File: src/rtl/hpu_pkg.sv
// Purpose : shared types and constants for the HPU sprite fetch path.
// Latency : n/a (package only).
// Backpr. : n/a (package only).
// Contents: fetch FSM state enum, OAM field offsets, pattern geometry,
//           sprite engine count and a pattern-row address helper.
package hpu_pkg;

   typedef enum logic [3:0] {
      S_IDLE,
      S_RD_Y,
      S_CHK_Y,
      S_RD_X,
      S_RD_T,
      S_RD_A,
      S_RD_P0,
      S_RD_P1,
      S_RD_P2,
      S_COMMIT
   } fetch_state_e;

   // Byte offsets of the four fields inside one OAM entry.
   localparam logic [1:0] OFS_Y    = 2'd0;
   localparam logic [1:0] OFS_X    = 2'd1;
   localparam logic [1:0] OFS_TILE = 2'd2;
   localparam logic [1:0] OFS_ATTR = 2'd3;

   // 3bpp pattern: 8 rows of 3 bytes per tile.
   localparam logic [15:0] BYTES_PER_TILE = 16'd24;
   localparam logic [15:0] BYTES_PER_ROW  = 16'd3;

   localparam int NUM_SPRITE_ENGINES = 16;

   // Address of byte k of pattern row 'row' of tile 'tile'; wraps at 16 bits.
   function automatic logic [15:0] pat_addr(input logic [15:0] base,
                                            input logic [7:0]  tile,
                                            input logic [2:0]  row,
                                            input logic [1:0]  k);
      return base + (16'(tile) * BYTES_PER_TILE) + (16'(row) * BYTES_PER_ROW) + 16'(k);
   endfunction

endpackage

File: src/rtl/hpu_sprite_fetch_if.sv
// Purpose : memory bus handshake plus sprite slot write port of the fetcher.
// Latency : n/a (wires only); read data returns one cycle after its address.
// Backpr. : bus_gnt low holds the requester in its address cycle.
// Ports   : bus_req/bus_gnt/addr_out/data_in = shared 8-bit read bus;
//           slot_* = one-cycle slot write strobe with fields, slot_enable mask.
interface hpu_sprite_fetch_if;
   import hpu_pkg::*;

   logic        bus_req;
   logic        bus_gnt;
   logic [15:0] addr_out;
   logic [7:0]  data_in;

   logic        slot_we;
   logic [3:0]  slot_idx;
   logic [7:0]  slot_x;
   logic [7:0]  slot_y;
   logic [1:0]  slot_pallet;
   logic [23:0] slot_line_buf;
   logic [NUM_SPRITE_ENGINES-1:0] slot_enable;

   // Fetcher side.
   modport master (
      output bus_req, addr_out,
      output slot_we, slot_idx, slot_x, slot_y, slot_pallet, slot_line_buf, slot_enable,
      input  bus_gnt, data_in
   );

   // Memory / arbiter / sprite engine side.
   modport slave (
      input  bus_req, addr_out,
      input  slot_we, slot_idx, slot_x, slot_y, slot_pallet, slot_line_buf, slot_enable,
      output bus_gnt, data_in
   );

endinterface

File: src/rtl/hpu_sprite_fetch.sv
// Purpose : hblank sprite scan of OAM for the next logical line, then pattern
//           row fetch and load of up to 16 sprite engine slots.
// Latency : 2 cycles per read (addr, data); miss 3 cycles, hit 16 cycles.
// Backpr. : bus_gnt low stalls the address cycle; grant loss in data ignored.
// Ports   : clk, reset (sync, active high); true_line/true_column raster;
//           fif = bus + slot interface (master); busy, done pulse, late pulse.
module hpu_sprite_fetch
   import hpu_pkg::*;
#(
   parameter int unsigned  NUM_OAM      = 40,
   parameter logic [15:0]  OAM_BASE     = 16'hFE00,
   parameter logic [15:0]  PAT_BASE     = 16'h8000,
   parameter logic [9:0]   HBLANK_START = 10'd640,
   parameter logic [9:0]   ABORT_COL    = 10'd799,
   parameter logic [9:0]   LAST_LINE    = 10'd524
) (
   input  logic                clk,
   input  logic                reset,
   input  logic [9:0]          true_line,
   input  logic [9:0]          true_column,
   hpu_sprite_fetch_if.master  fif,
   output logic                busy,
   output logic                done,
   output logic                late
);

   localparam int IDX_W = $clog2(NUM_OAM);
   localparam logic [IDX_W-1:0] LAST_IDX = IDX_W'(NUM_OAM - 1);
   localparam logic [4:0]       LAST_SLOT = 5'(NUM_SPRITE_ENGINES - 1);

   // Entry i field f sits at OAM_BASE + 4*i + f, i.e. {i, f}.
   function automatic logic [15:0] oam_addr(input logic [IDX_W-1:0] i,
                                            input logic [1:0]       f);
      return OAM_BASE + 16'({i, f});
   endfunction

   fetch_state_e       state_q, state_d;
   logic               phase_q, phase_d;        // 0 = address cycle, 1 = data cycle
   logic [IDX_W-1:0]   idx_q, idx_d;
   logic [4:0]         slot_cnt_q, slot_cnt_d;
   logic [7:0]         next_line_q, next_line_d;
   logic [2:0]         row_q, row_d;
   logic [7:0]         tile_q, tile_d;
   logic [15:0]        addr_q, addr_d;
   logic               bus_req_q, bus_req_d;
   logic               busy_q, busy_d;
   logic               done_q, done_d;
   logic               late_q, late_d;
   logic               slot_we_q, slot_we_d;
   logic [3:0]         slot_idx_q, slot_idx_d;
   logic [7:0]         slot_x_q, slot_x_d;
   logic [7:0]         slot_y_q, slot_y_d;
   logic [1:0]         slot_pal_q, slot_pal_d;
   logic [23:0]        slot_buf_q, slot_buf_d;
   logic [NUM_SPRITE_ENGINES-1:0] slot_en_q, slot_en_d;

   logic               trigger;
   logic               abort;
   logic               finish;
   logic [7:0]         diff;
   logic               y_hit;

   // Jobs start only on odd lines (and the frame's last line) at hblank.
   assign trigger = (state_q == S_IDLE) && (true_column == HBLANK_START) &&
                    (true_line[0] || (true_line == LAST_LINE));
   assign abort   = busy_q && (true_column == ABORT_COL);

   // Modulo-256 distance handles sprites that straddle the top of the screen.
   assign diff  = next_line_q - slot_y_q;
   assign y_hit = (diff[7:3] == 5'd0);

   always_comb begin
      state_d     = state_q;
      phase_d     = phase_q;
      idx_d       = idx_q;
      slot_cnt_d  = slot_cnt_q;
      next_line_d = next_line_q;
      row_d       = row_q;
      tile_d      = tile_q;
      addr_d      = addr_q;
      bus_req_d   = bus_req_q;
      busy_d      = busy_q;
      done_d      = 1'b0;
      late_d      = 1'b0;
      slot_we_d   = 1'b0;
      slot_idx_d  = slot_idx_q;
      slot_x_d    = slot_x_q;
      slot_y_d    = slot_y_q;
      slot_pal_d  = slot_pal_q;
      slot_buf_d  = slot_buf_q;
      slot_en_d   = slot_en_q;
      finish      = 1'b0;

      unique case (state_q)
         S_IDLE: begin
            if (trigger) begin
               next_line_d = (true_line == LAST_LINE) ? 8'd0
                                                      : 8'((true_line[8:0] + 9'd1) >> 1);
               slot_en_d   = '0;
               idx_d       = '0;
               slot_cnt_d  = '0;
               busy_d      = 1'b1;
               bus_req_d   = 1'b1;
               phase_d     = 1'b0;
               addr_d      = oam_addr('0, OFS_Y);
               state_d     = S_RD_Y;
            end
         end

         S_RD_Y: begin
            if (!phase_q) begin
               if (fif.bus_gnt) phase_d = 1'b1;
            end else begin
               phase_d  = 1'b0;
               slot_y_d = fif.data_in;
               state_d  = S_CHK_Y;
            end
         end

         S_CHK_Y: begin
            if (y_hit) begin
               row_d   = diff[2:0];
               addr_d  = oam_addr(idx_q, OFS_X);
               state_d = S_RD_X;
            end else if (idx_q == LAST_IDX) begin
               finish = 1'b1;
            end else begin
               idx_d   = idx_q + 1'b1;
               addr_d  = oam_addr(idx_q + 1'b1, OFS_Y);
               state_d = S_RD_Y;
            end
         end

         S_RD_X: begin
            if (!phase_q) begin
               if (fif.bus_gnt) phase_d = 1'b1;
            end else begin
               phase_d  = 1'b0;
               slot_x_d = fif.data_in;
               addr_d   = oam_addr(idx_q, OFS_TILE);
               state_d  = S_RD_T;
            end
         end

         S_RD_T: begin
            if (!phase_q) begin
               if (fif.bus_gnt) phase_d = 1'b1;
            end else begin
               phase_d = 1'b0;
               tile_d  = fif.data_in;
               addr_d  = oam_addr(idx_q, OFS_ATTR);
               state_d = S_RD_A;
            end
         end

         S_RD_A: begin
            if (!phase_q) begin
               if (fif.bus_gnt) phase_d = 1'b1;
            end else begin
               phase_d    = 1'b0;
               slot_pal_d = fif.data_in[1:0];
               addr_d     = pat_addr(PAT_BASE, tile_q, row_q, 2'd0);
               state_d    = S_RD_P0;
            end
         end

         S_RD_P0: begin
            if (!phase_q) begin
               if (fif.bus_gnt) phase_d = 1'b1;
            end else begin
               phase_d          = 1'b0;
               slot_buf_d[7:0]  = fif.data_in;
               addr_d           = pat_addr(PAT_BASE, tile_q, row_q, 2'd1);
               state_d          = S_RD_P1;
            end
         end

         S_RD_P1: begin
            if (!phase_q) begin
               if (fif.bus_gnt) phase_d = 1'b1;
            end else begin
               phase_d          = 1'b0;
               slot_buf_d[15:8] = fif.data_in;
               addr_d           = pat_addr(PAT_BASE, tile_q, row_q, 2'd2);
               state_d          = S_RD_P2;
            end
         end

         S_RD_P2: begin
            if (!phase_q) begin
               if (fif.bus_gnt) phase_d = 1'b1;
            end else begin
               // Strobe and mask are registered, so they appear during COMMIT.
               phase_d                     = 1'b0;
               slot_buf_d[23:16]           = fif.data_in;
               slot_we_d                   = 1'b1;
               slot_idx_d                  = slot_cnt_q[3:0];
               slot_en_d[slot_cnt_q[3:0]]  = 1'b1;
               state_d                     = S_COMMIT;
            end
         end

         S_COMMIT: begin
            slot_cnt_d = slot_cnt_q + 1'b1;
            if ((slot_cnt_q == LAST_SLOT) || (idx_q == LAST_IDX)) begin
               finish = 1'b1;
            end else begin
               idx_d   = idx_q + 1'b1;
               addr_d  = oam_addr(idx_q + 1'b1, OFS_Y);
               state_d = S_RD_Y;
            end
         end

         default: begin
            state_d = S_IDLE;
         end
      endcase

      if (finish) begin
         state_d   = S_IDLE;
         phase_d   = 1'b0;
         busy_d    = 1'b0;
         bus_req_d = 1'b0;
         done_d    = 1'b1;
      end

      // Abort wins over everything still in flight. A commit already on the
      // slot port stays; a sprite whose last byte lands now is dropped.
      if (abort) begin
         state_d   = S_IDLE;
         phase_d   = 1'b0;
         busy_d    = 1'b0;
         bus_req_d = 1'b0;
         done_d    = 1'b0;
         late_d    = 1'b1;
         slot_we_d = 1'b0;
         slot_en_d = slot_en_q;
      end
   end

   always_ff @(posedge clk) begin
      if (reset) begin
         state_q     <= S_IDLE;
         phase_q     <= 1'b0;
         idx_q       <= '0;
         slot_cnt_q  <= '0;
         next_line_q <= '0;
         row_q       <= '0;
         tile_q      <= '0;
         addr_q      <= '0;
         bus_req_q   <= 1'b0;
         busy_q      <= 1'b0;
         done_q      <= 1'b0;
         late_q      <= 1'b0;
         slot_we_q   <= 1'b0;
         slot_idx_q  <= '0;
         slot_x_q    <= '0;
         slot_y_q    <= '0;
         slot_pal_q  <= '0;
         slot_buf_q  <= '0;
         slot_en_q   <= '0;
      end else begin
         state_q     <= state_d;
         phase_q     <= phase_d;
         idx_q       <= idx_d;
         slot_cnt_q  <= slot_cnt_d;
         next_line_q <= next_line_d;
         row_q       <= row_d;
         tile_q      <= tile_d;
         addr_q      <= addr_d;
         bus_req_q   <= bus_req_d;
         busy_q      <= busy_d;
         done_q      <= done_d;
         late_q      <= late_d;
         slot_we_q   <= slot_we_d;
         slot_idx_q  <= slot_idx_d;
         slot_x_q    <= slot_x_d;
         slot_y_q    <= slot_y_d;
         slot_pal_q  <= slot_pal_d;
         slot_buf_q  <= slot_buf_d;
         slot_en_q   <= slot_en_d;
      end
   end

   assign fif.bus_req       = bus_req_q;
   assign fif.addr_out      = addr_q;
   assign fif.slot_we       = slot_we_q;
   assign fif.slot_idx      = slot_idx_q;
   assign fif.slot_x        = slot_x_q;
   assign fif.slot_y        = slot_y_q;
   assign fif.slot_pallet   = slot_pal_q;
   assign fif.slot_line_buf = slot_buf_q;
   assign fif.slot_enable   = slot_en_q;
   assign busy              = busy_q;
   assign done              = done_q;
   assign late              = late_q;

endmodule

File: src/flat_wrapper.sv
// flat-port wrapper written by rule: the top's interface ports become plain ports
module hpu_sprite_fetch_flat import hpu_pkg::*;
#(
   parameter int unsigned  NUM_OAM      = 40,
   parameter logic [15:0]  OAM_BASE     = 16'hFE00,
   parameter logic [15:0]  PAT_BASE     = 16'h8000,
   parameter logic [9:0]   HBLANK_START = 10'd640,
   parameter logic [9:0]   ABORT_COL    = 10'd799,
   parameter logic [9:0]   LAST_LINE    = 10'd524
)
  (clk, reset, true_line, true_column, busy, done, late, fif_bus_req, fif_addr_out, fif_slot_we, fif_slot_idx, fif_slot_x, fif_slot_y, fif_slot_pallet, fif_slot_line_buf, fif_slot_enable, fif_bus_gnt, fif_data_in);
  hpu_sprite_fetch_if fif_i ();
  input  logic clk;
  input  logic reset;
  input  logic [9:0] true_line;
  input  logic [9:0] true_column;
  output logic busy;
  output logic done;
  output logic late;
  output wire logic [$bits(fif_i.bus_req)-1:0] fif_bus_req;
  output wire logic [$bits(fif_i.addr_out)-1:0] fif_addr_out;
  output wire logic [$bits(fif_i.slot_we)-1:0] fif_slot_we;
  output wire logic [$bits(fif_i.slot_idx)-1:0] fif_slot_idx;
  output wire logic [$bits(fif_i.slot_x)-1:0] fif_slot_x;
  output wire logic [$bits(fif_i.slot_y)-1:0] fif_slot_y;
  output wire logic [$bits(fif_i.slot_pallet)-1:0] fif_slot_pallet;
  output wire logic [$bits(fif_i.slot_line_buf)-1:0] fif_slot_line_buf;
  output wire logic [$bits(fif_i.slot_enable)-1:0] fif_slot_enable;
  input wire logic [$bits(fif_i.bus_gnt)-1:0] fif_bus_gnt;
  input wire logic [$bits(fif_i.data_in)-1:0] fif_data_in;
  assign fif_bus_req = fif_i.bus_req;
  assign fif_addr_out = fif_i.addr_out;
  assign fif_slot_we = fif_i.slot_we;
  assign fif_slot_idx = fif_i.slot_idx;
  assign fif_slot_x = fif_i.slot_x;
  assign fif_slot_y = fif_i.slot_y;
  assign fif_slot_pallet = fif_i.slot_pallet;
  assign fif_slot_line_buf = fif_i.slot_line_buf;
  assign fif_slot_enable = fif_i.slot_enable;
  assign fif_i.bus_gnt = fif_bus_gnt;
  assign fif_i.data_in = fif_data_in;
  hpu_sprite_fetch #(.NUM_OAM(NUM_OAM), .OAM_BASE(OAM_BASE), .PAT_BASE(PAT_BASE), .HBLANK_START(HBLANK_START), .ABORT_COL(ABORT_COL), .LAST_LINE(LAST_LINE)) u_core (.clk(clk), .reset(reset), .true_line(true_line), .true_column(true_column), .fif(fif_i), .busy(busy), .done(done), .late(late));
endmodule
File: config.mk
export PLATFORM = sky130hd
export DESIGN_NAME = hpu_sprite_fetch_flat
export DESIGN_NICKNAME = d
export VERILOG_FILES = /design/src/rtl/hpu_pkg.sv /design/src/rtl/hpu_sprite_fetch_if.sv /design/src/rtl/hpu_sprite_fetch.sv /design/src/flat_wrapper.sv
export SDC_FILE = /design/constraint.sdc
export NUM_CORES = 1
export LEC_CHECK = 0
export ABC_AREA = 1
export CAP_MARGIN = 20
export CORE_AREA = 3 3 111 113
export DETAILED_ROUTE_END_ITERATION = 8
export DIE_AREA = 0 0 114 116
export GPL_TIMING_DRIVEN = 1
export HOLD_SLACK_MARGIN = 0.02
export PLACE_DENSITY = 0.95
export SLEW_MARGIN = 20
export SYNTH_ARGS = -nofsm -noshare
export SYNTH_HDL_FRONTEND = slang
export SYNTH_SLANG_ARGS = --single-unit
export TNS_END_PERCENT = 100
File: constraint.sdc
create_clock -name clk -period 5.2 [get_ports clk]
set_clock_uncertainty 0.15 [all_clocks]
set_input_delay 1.04 -clock clk [delete_from_list [all_inputs] [get_ports clk]]
set_output_delay 1.04 -clock clk [all_outputs]
set_load 0.05 [all_outputs]
==> deck_impl_summary.md, run 1 <==
Flow Results at a Glance

Job
  • Warning total across the stage logs: 32

Cells and area
  • Layout-stage area growth over the synthesis result: 27.1%
  • Fraction of area in clock buffers and inverters: 0.0712
  • Sequential portion of the cell area: 0.279

Yosys
  • Fraction of the mapped netlist area in simple logic gates: 0.309
  • Count leader, synth: nand2_1
  • Leading register cell type out of synthesis: dfxtp_1

Place
  • Cell total after placement: 1222
  • Placer congestion estimate: 0.991

Die
  • Die outline height: 116 µm
  • Number of standard-cell rows in the floorplan: 39
  • I/O pins: 114

Power and ir drop
  • Combinational gate power: 1170 µW

Worst setup path
  • Crit Reg-Reg Startpoint: u_core.row_q[0]
  • Cell-by-cell listing of the critical path: clkdlybuf4s50_1 > inv_1 > ha_1 > nand3b_1 > o21ai_0 > nand2_1 > inv_2 > nor2_1 > inv_2 > nand2_1 > inv_2 > nand3_2 > inv_4 > nand3_1 > nand3_1 > inv_1
  • Reg-to-reg slack, setup: 2.06 ns

Route
  • Met3 Routed Length: 2.03 mm

GRT
  • Pin count of the biggest net entering global routing: between 70 and 80

Worst hold path
  • Min-Delay Startpoint: u_core.fif.slot_enable[10]

Outcome
  • Run status: complete, no violations
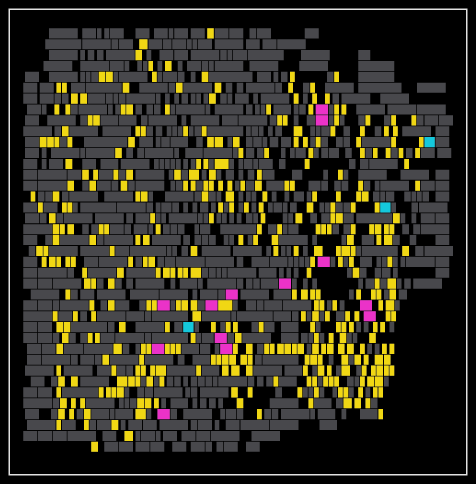
**Above:** run 1 (logic cells by family).
(4 px per µm)
xor and xnor cells -> magenta  # cells 13
non-inverting ao/oa cells -> cyan  # cells 3
nand cells -> yellow  # cells 364
most frequent logic cell in the layout: nand2_1
number of cells in the finished layout apart from fillers: 1254
logic share of the area: 0.433

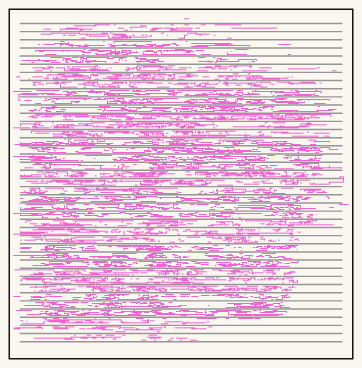
**Above:** run 1 (metal 1).
(3 px per µm) Supply wires on this layer in grey.
share of all routed wire = 39%
main direction = horizontal
grt met1 use: 0.363
vias after detailed routing: 7202
total wirelength of the detailed-routed design: 20.0 mm

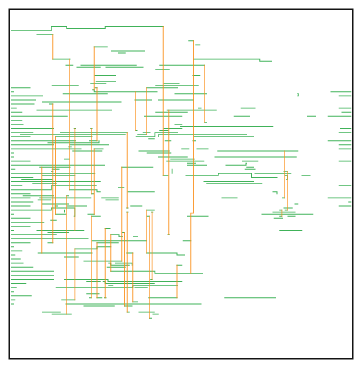
**Above:** run 1 (signal wires by layer).
(3 px per µm) Only two layers are drawn.
metal 4 -> orange  # wire length 859 µm
metal 3 -> green  # wire length 2030 µm
WL per Instance: 15.9 µm
total track usage: 0.313

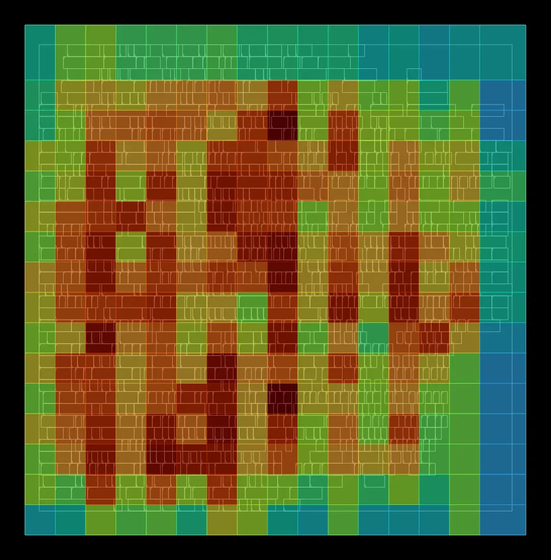
**Above:** run 1 (track usage over the die).
met3 demand-to-capacity share in global routing: 0.0992
M2 GR Usage: 0.512
layer with the highest usage after global routing: met2
Final Util: 0.735

==> inputs of run 2 (changes only) <==
--- a/config.mk
+++ b/config.mk
@@ -7,12 +7,12 @@
 export LEC_CHECK = 0
 export ABC_AREA = 1
 export CAP_MARGIN = 20
-export CORE_AREA = 3 3 111 113
+export CORE_AREA = 3 3 122 124
 export DETAILED_ROUTE_END_ITERATION = 8
-export DIE_AREA = 0 0 114 116
+export DIE_AREA = 0 0 125 127
 export GPL_TIMING_DRIVEN = 1
 export HOLD_SLACK_MARGIN = 0.02
-export PLACE_DENSITY = 0.95
+export PLACE_DENSITY = 0.86
 export SLEW_MARGIN = 20
 export SYNTH_ARGS = -nofsm -noshare
 export SYNTH_HDL_FRONTEND = slang
==> constraint.sdc (replaced) <==
create_clock -name clk -period 2.9 [get_ports clk]
set_clock_uncertainty 0.15 [all_clocks]
set_input_delay 0.58 -clock clk [delete_from_list [all_inputs] [get_ports clk]]
set_output_delay 0.58 -clock clk [all_outputs]
set_load 0.05 [all_outputs]
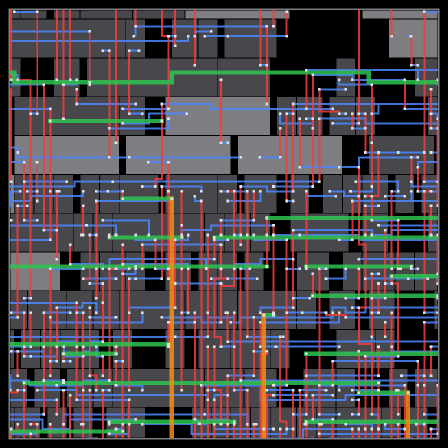
**Above:** run 2 (zoomed window).
Window x 48 to 78, y 74 to 104 µm. Cells in grey, sequential cells in the stronger grey; small squares are vias.
metal 3 -> green
metal 1 -> blue
metal 2 -> red
metal 4 -> orange
most frequent = inv_1 (21), nand2_1 (19), nor2_1 (12)
sequential cells in the window = 4
cells with their middle in the window = 108

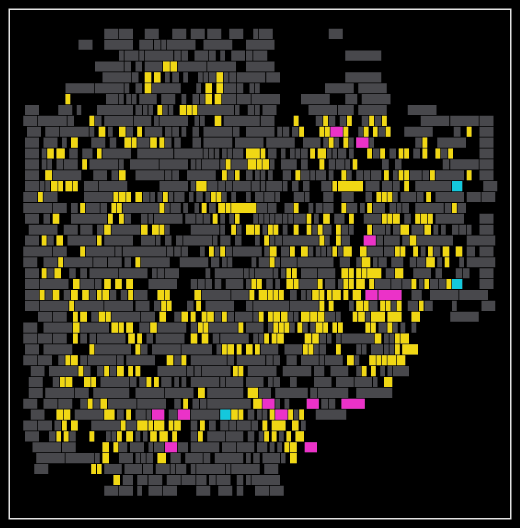
**Above:** run 2 (logic cells by family).
(4 px per µm)
non-inverting ao/oa cells -> cyan  # cells 3
xor and xnor cells -> magenta  # cells 13
nand cells -> yellow  # cells 364
logic share of the area: 0.429
number of cells in the finished layout apart from fillers: 1324

==> run 2 against run 1 <==
  * Sequential power rose by 79%
  * Largest power group is now combinational logic
  * Highest routed layer unchanged
  * Critical endpoint is now u_core.fif.addr_out[12]
  * Via count fell by 0.17%
  * Critical path type is now reg -> reg
  * Largest cell class unchanged
  * Count of clock-buffer cells in the layout fell by 3
==> deck_impl_summary.md, run 2 <==
Flow Results at a Glance

Outcome
  • Run status: complete, no violations (unchanged)

Route
  • WL per Instance: 14.8 µm (was 15.9 µm)
  • Vias after detailed routing: 7190 (was 7202)
  • Met3 Routed Length: 1.78 mm (was 2.03 mm)
  • Total wirelength of the detailed-routed design: 19.6 mm (was 20.0 mm)

Die
  • Number of standard-cell rows in the floorplan: 43 (was 39)
  • Die outline height: 127 µm (was 116 µm)

GRT
  • Total track usage: 0.242 (was 0.313)
  • Met3 demand-to-capacity share in global routing: 0.0665 (was 0.0992)
  • Pin count of the biggest net entering global routing: 73 (was 74)
  • Layer with the highest usage after global routing: met2 (unchanged)

Cells and area
  • Layout-stage area growth over the synthesis result: 34.8% (was 27.1%)
  • Final Util: 0.642 (was 0.735)
  • Sequential portion of the cell area: 0.263 (was 0.279)
  • Most frequent logic cell in the layout: nand2_1 (unchanged)

Yosys
  • Count leader, synth: nand2_1 (unchanged)
  • Fraction of the mapped netlist area in simple logic gates: 0.309 (unchanged)

Worst setup path
  • Cell-by-cell listing of the critical path: ha_1 > ha_1 > inv_1 > fa_2 > o21ai_2 > nand2_2 > nor2_4 > nand3_2 > nor2_4 > nand2_1 > nand2_1 > buf_4 > nor2_2 > nand2_1 > nand2_1 > a21oi_1 > nor2_1 > nor2_1 (was clkdlybuf4s50_1 > inv_1 > ha_1 > nand3b_1 > o21ai_0 > nand2_1 > inv_2 > nor2_1 > inv_2 > nand2_1 > inv_2 > nand3_2 > inv_4 > nand3_1 > nand3_1 > inv_1)
  • Crit Reg-Reg Startpoint: u_core.row_q[1] (was u_core.row_q[0])
  • Reg-to-reg slack, setup: 0.007 ns (was 2.06 ns)

STA
  • Endpoints failing setup: 0 (unchanged)

Job
  • Warning total across the stage logs: 33 (was 32)
Power figures rest on the tool's default switching activity, not on a simulated workload.
